==> config.mk <==
export PLATFORM = sky130hd
export DESIGN_NAME = router_ctrl
export DESIGN_NICKNAME = d
export VERILOG_FILES = /design/src/rtl/router_pkg.sv /design/src/rtl/router_out_stage.sv /design/src/rtl/router_ctrl.sv
export SDC_FILE = /design/constraint.sdc
export NUM_CORES = 1
export LEC_CHECK = 0
export CORE_MARGIN = 10
export CORE_UTILIZATION = 50
export DETAILED_ROUTE_END_ITERATION = 8
export GPL_TIMING_DRIVEN = 0
export PLACE_DENSITY = 0.84
export SLEW_MARGIN = 20
export SYNTH_ARGS = -nofsm -noshare
export SYNTH_HDL_FRONTEND = slang
export SYNTH_HIERARCHICAL = 1
export SYNTH_SLANG_ARGS = --single-unit
export TNS_END_PERCENT = 10
==> constraint.sdc <==
create_clock -name clk1 -period 5.48 [get_ports clk1]
set_input_delay 1.644 -clock clk1 [delete_from_list [all_inputs] [get_ports clk1]]
set_output_delay 1.644 -clock clk1 [all_outputs]
set_load 0.01 [all_outputs]
met1.png
Supply wires on this layer in grey.
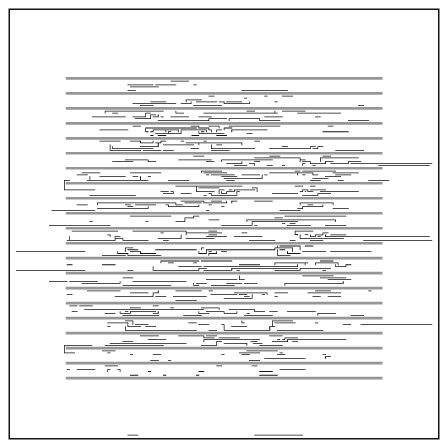
main direction	horizontal
nets with wire on the layer	177
wire length on this layer	1570 um
longest straight run	21.6 um
total via count in the routed design: 1170
routed wire length: 3882 um
global routing met1 resource utilization: 0.1425

final_clocks.png
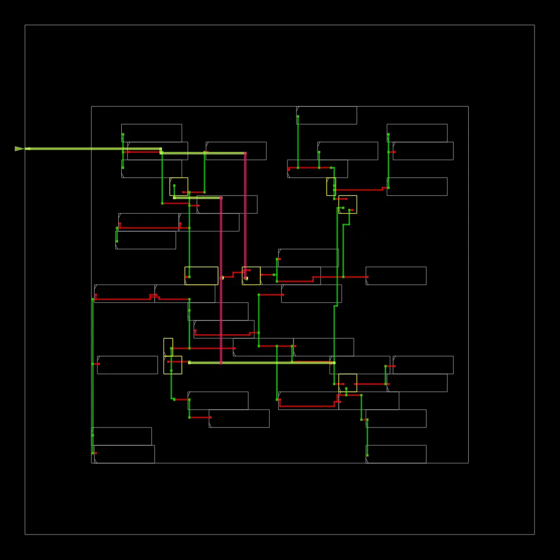
total number of clock tree sinks: 36
total clock network power: 0.147 mW
clock skew: 0.007135 ns
Layout clock buffers: 8

gate_families.png
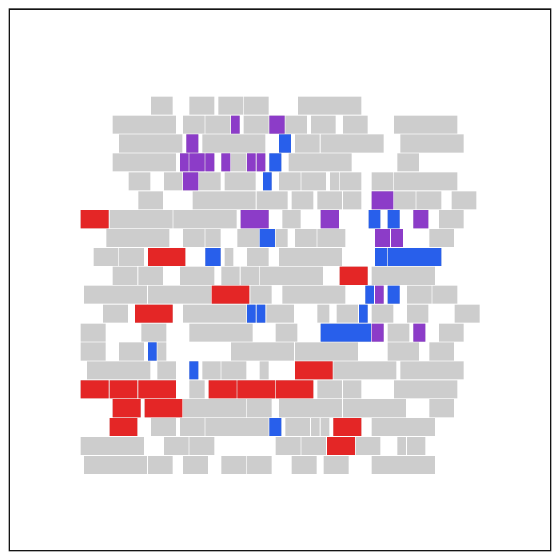
family	colour	cells
NAND gates	purple	19
multiplexers	red	17
NOR gates	blue	18
share of the final layout cell area in multi-input gates: 0.3172
Post-Layout Cell Count: 229

==> run notes <==
Implementation results

Measured against its own limit, the worst slew margin works out to 0.3432. The design draws 1.130 mW. The tightest min-delay check is of the flip-flop to flip-flop type. The total number of warnings across the stage logs is 26. The net count after synthesis is 145.

STA puts the critical path data required time at 3.84 ns. The final setup violation count is 0. The DRC violation total left in the routed layout is recorded as 0.

Among all stages on the critical path, the largest delay is contributed by sky130_fd_sc_hd__clkdlybuf4s50_1. The die span in y is 77.69 um. The portion of synthesized cell area occupied by the leading cell type is 0.5414. The layout summary lists the proportion of cells stronger than drive strength 1 as 0.1784. Across every metal layer, demand over resource in global routing totals 0.1333.

The number of antenna violations at the first check in global routing is 0. The proportion of register bits with asynchronous set or reset after synthesis is 1.000. The commonest cells after synthesis are 36 x sky130_fd_sc_hd__dfrtp_1, 9 x sky130_fd_sc_hd__mux2_2, 9 x sky130_fd_sc_hd__xor2_1. For reference, the final report shows the max-slew violation count at 0. The post-layout utilization of the core is 0.7188. After synthesis, the design contains 130 cells according to Yosys.

The overall die size recorded for this design is between 0.006 and 0.007 mm2. The placed cell count is 221. The biggest fanout along the worst timing path is 6. The critical path goes through clkdlybuf4s50_1, and2_1, a21o_2, clkdlybuf4s50_1. The gate-level netlist out of Yosys references 35 unique cell types. Yosys attributes the largest share of cell area to sky130_fd_sc_hd__dfrtp_1 54%, sky130_fd_sc_hd__mux2_4 7.2%, sky130_fd_sc_hd__mux2_2 6.1%. The count of routing violations after the opening detailed-route iteration is 44. The aggregate global routing overflow is 0. The net count of the finished layout is 199. The startpoint type of the worst setup path is a primary input. The category of the critical setup timing path is primary input to primary output. The post-detailed-placement half-perimeter wirelength is 2992 um. Summed over all failing endpoints, the final setup total negative slack is 0 ns.

After clock tree synthesis, the repair step resized 0 gates. The flow ran to the end, and the final reports show no timing, DRC or antenna violations. The clock H-tree reported by CTS has 2 levels. In the routed layout, each cell is associated on average with a via count of 5.109. The boundary pin count is a little under 50. Yosys mapped a number of flops with a built-in enable equal to 0.

The first global-routing pass estimated 6527 um of wire. The initial cell density of the core is 0.5320. Setup repair after global routing left no endpoint under its margin. The combinational cell area excluding buffers and inverters is 713.2 um2. The clock-pin slew of the registers on the worst-case setup and hold paths is 0.10 ns.

The share of the cycle needed by the critical path after routing is 0.8494. The number of antenna cells inserted is 0. For this run, the detailed router's first-pass iteration total came to 4. TritonCTS built the clock tree. The area added between synthesis and finish is 35.11%. The power density over cell area is 502.6 mW/mm2.
[worst max-delay path: cells and delay by family]
kind	cells	cell delay, ns
and+or+nand+nor	1	0.22
buffers and inverters	2	1.03
AOI/OAI and AO/OA	1	0.12
[cell type report]
type                    instances  share of cell area
inverters                       4            0.006678
plain buffers                   4             0.01558
clock buffers                   8             0.02615
multi-input cells              86              0.3172
well taps                      44             0.02449
repair buffers                 47              0.2092
flip-flops and latches         36              0.4007
[kinds of logic after synthesis]
logic type | count (synthesis) | share of synthesized area
simple gates | 44 | 0.1669
fa+ha+maj | 2 | 0.01504
other cells | 1 | 0.002253
mux | 17 | 0.1331
buf+inv | 8 | 0.03007
compound gates | 8 | 0.03760
xor+xnor | 14 | 0.07369
flops | 36 | 0.5414
[per-layer routing]
layer	share of wire	wire length (um)	global-route usage
met5	0	0	0
met4	0.011	44	0.03832
met3	0.057	220	0.05991
met2	0.53	2047	0.2313
met1	0.40	1570	0.1425
[layout by cell type, fill, tap and decap left out, types with 3 or more instances in the layout]
cell type,instances
sky130_fd_sc_hd__clkdlybuf4s50_1,47
sky130_fd_sc_hd__dfrtp_1,36
sky130_fd_sc_hd__xor2_1,9
sky130_fd_sc_hd__mux2_2,9
sky130_fd_sc_hd__mux2_4,8
sky130_fd_sc_hd__nand2_1,7
sky130_fd_sc_hd__nor3_1,7
sky130_fd_sc_hd__nor2_1,7
sky130_fd_sc_hd__nand4_1,5
sky130_fd_sc_hd__xnor2_1,5
sky130_fd_sc_hd__clkbuf_4,5
sky130_fd_sc_hd__nand3_1,4
sky130_fd_sc_hd__inv_1,3
[through the flow]
| stage | area, um2 | worst slack [ns] |
|---|---|---|
| global route | 2248 | 0.7638 |
| finish | 2248 | 0.8252 |
| floorplan | 1664 | 1.813 |
| global placement | 2190 | 0.8347 |
| detailed placement | 2190 | 0.8193 |
| CTS | 2248 | 0.8193 |
[report_power, final]
| part | internal [mW] | switching [mW] | total [mW] |
|---|---|---|---|
| registers | 0.367 | 0.0871 | 0.454 |
| logic | 0.317 | 0.212 | 0.529 |
| clock network | 0.0633 | 0.0837 | 0.147 |
Power is estimated from default activity; no workload was simulated.
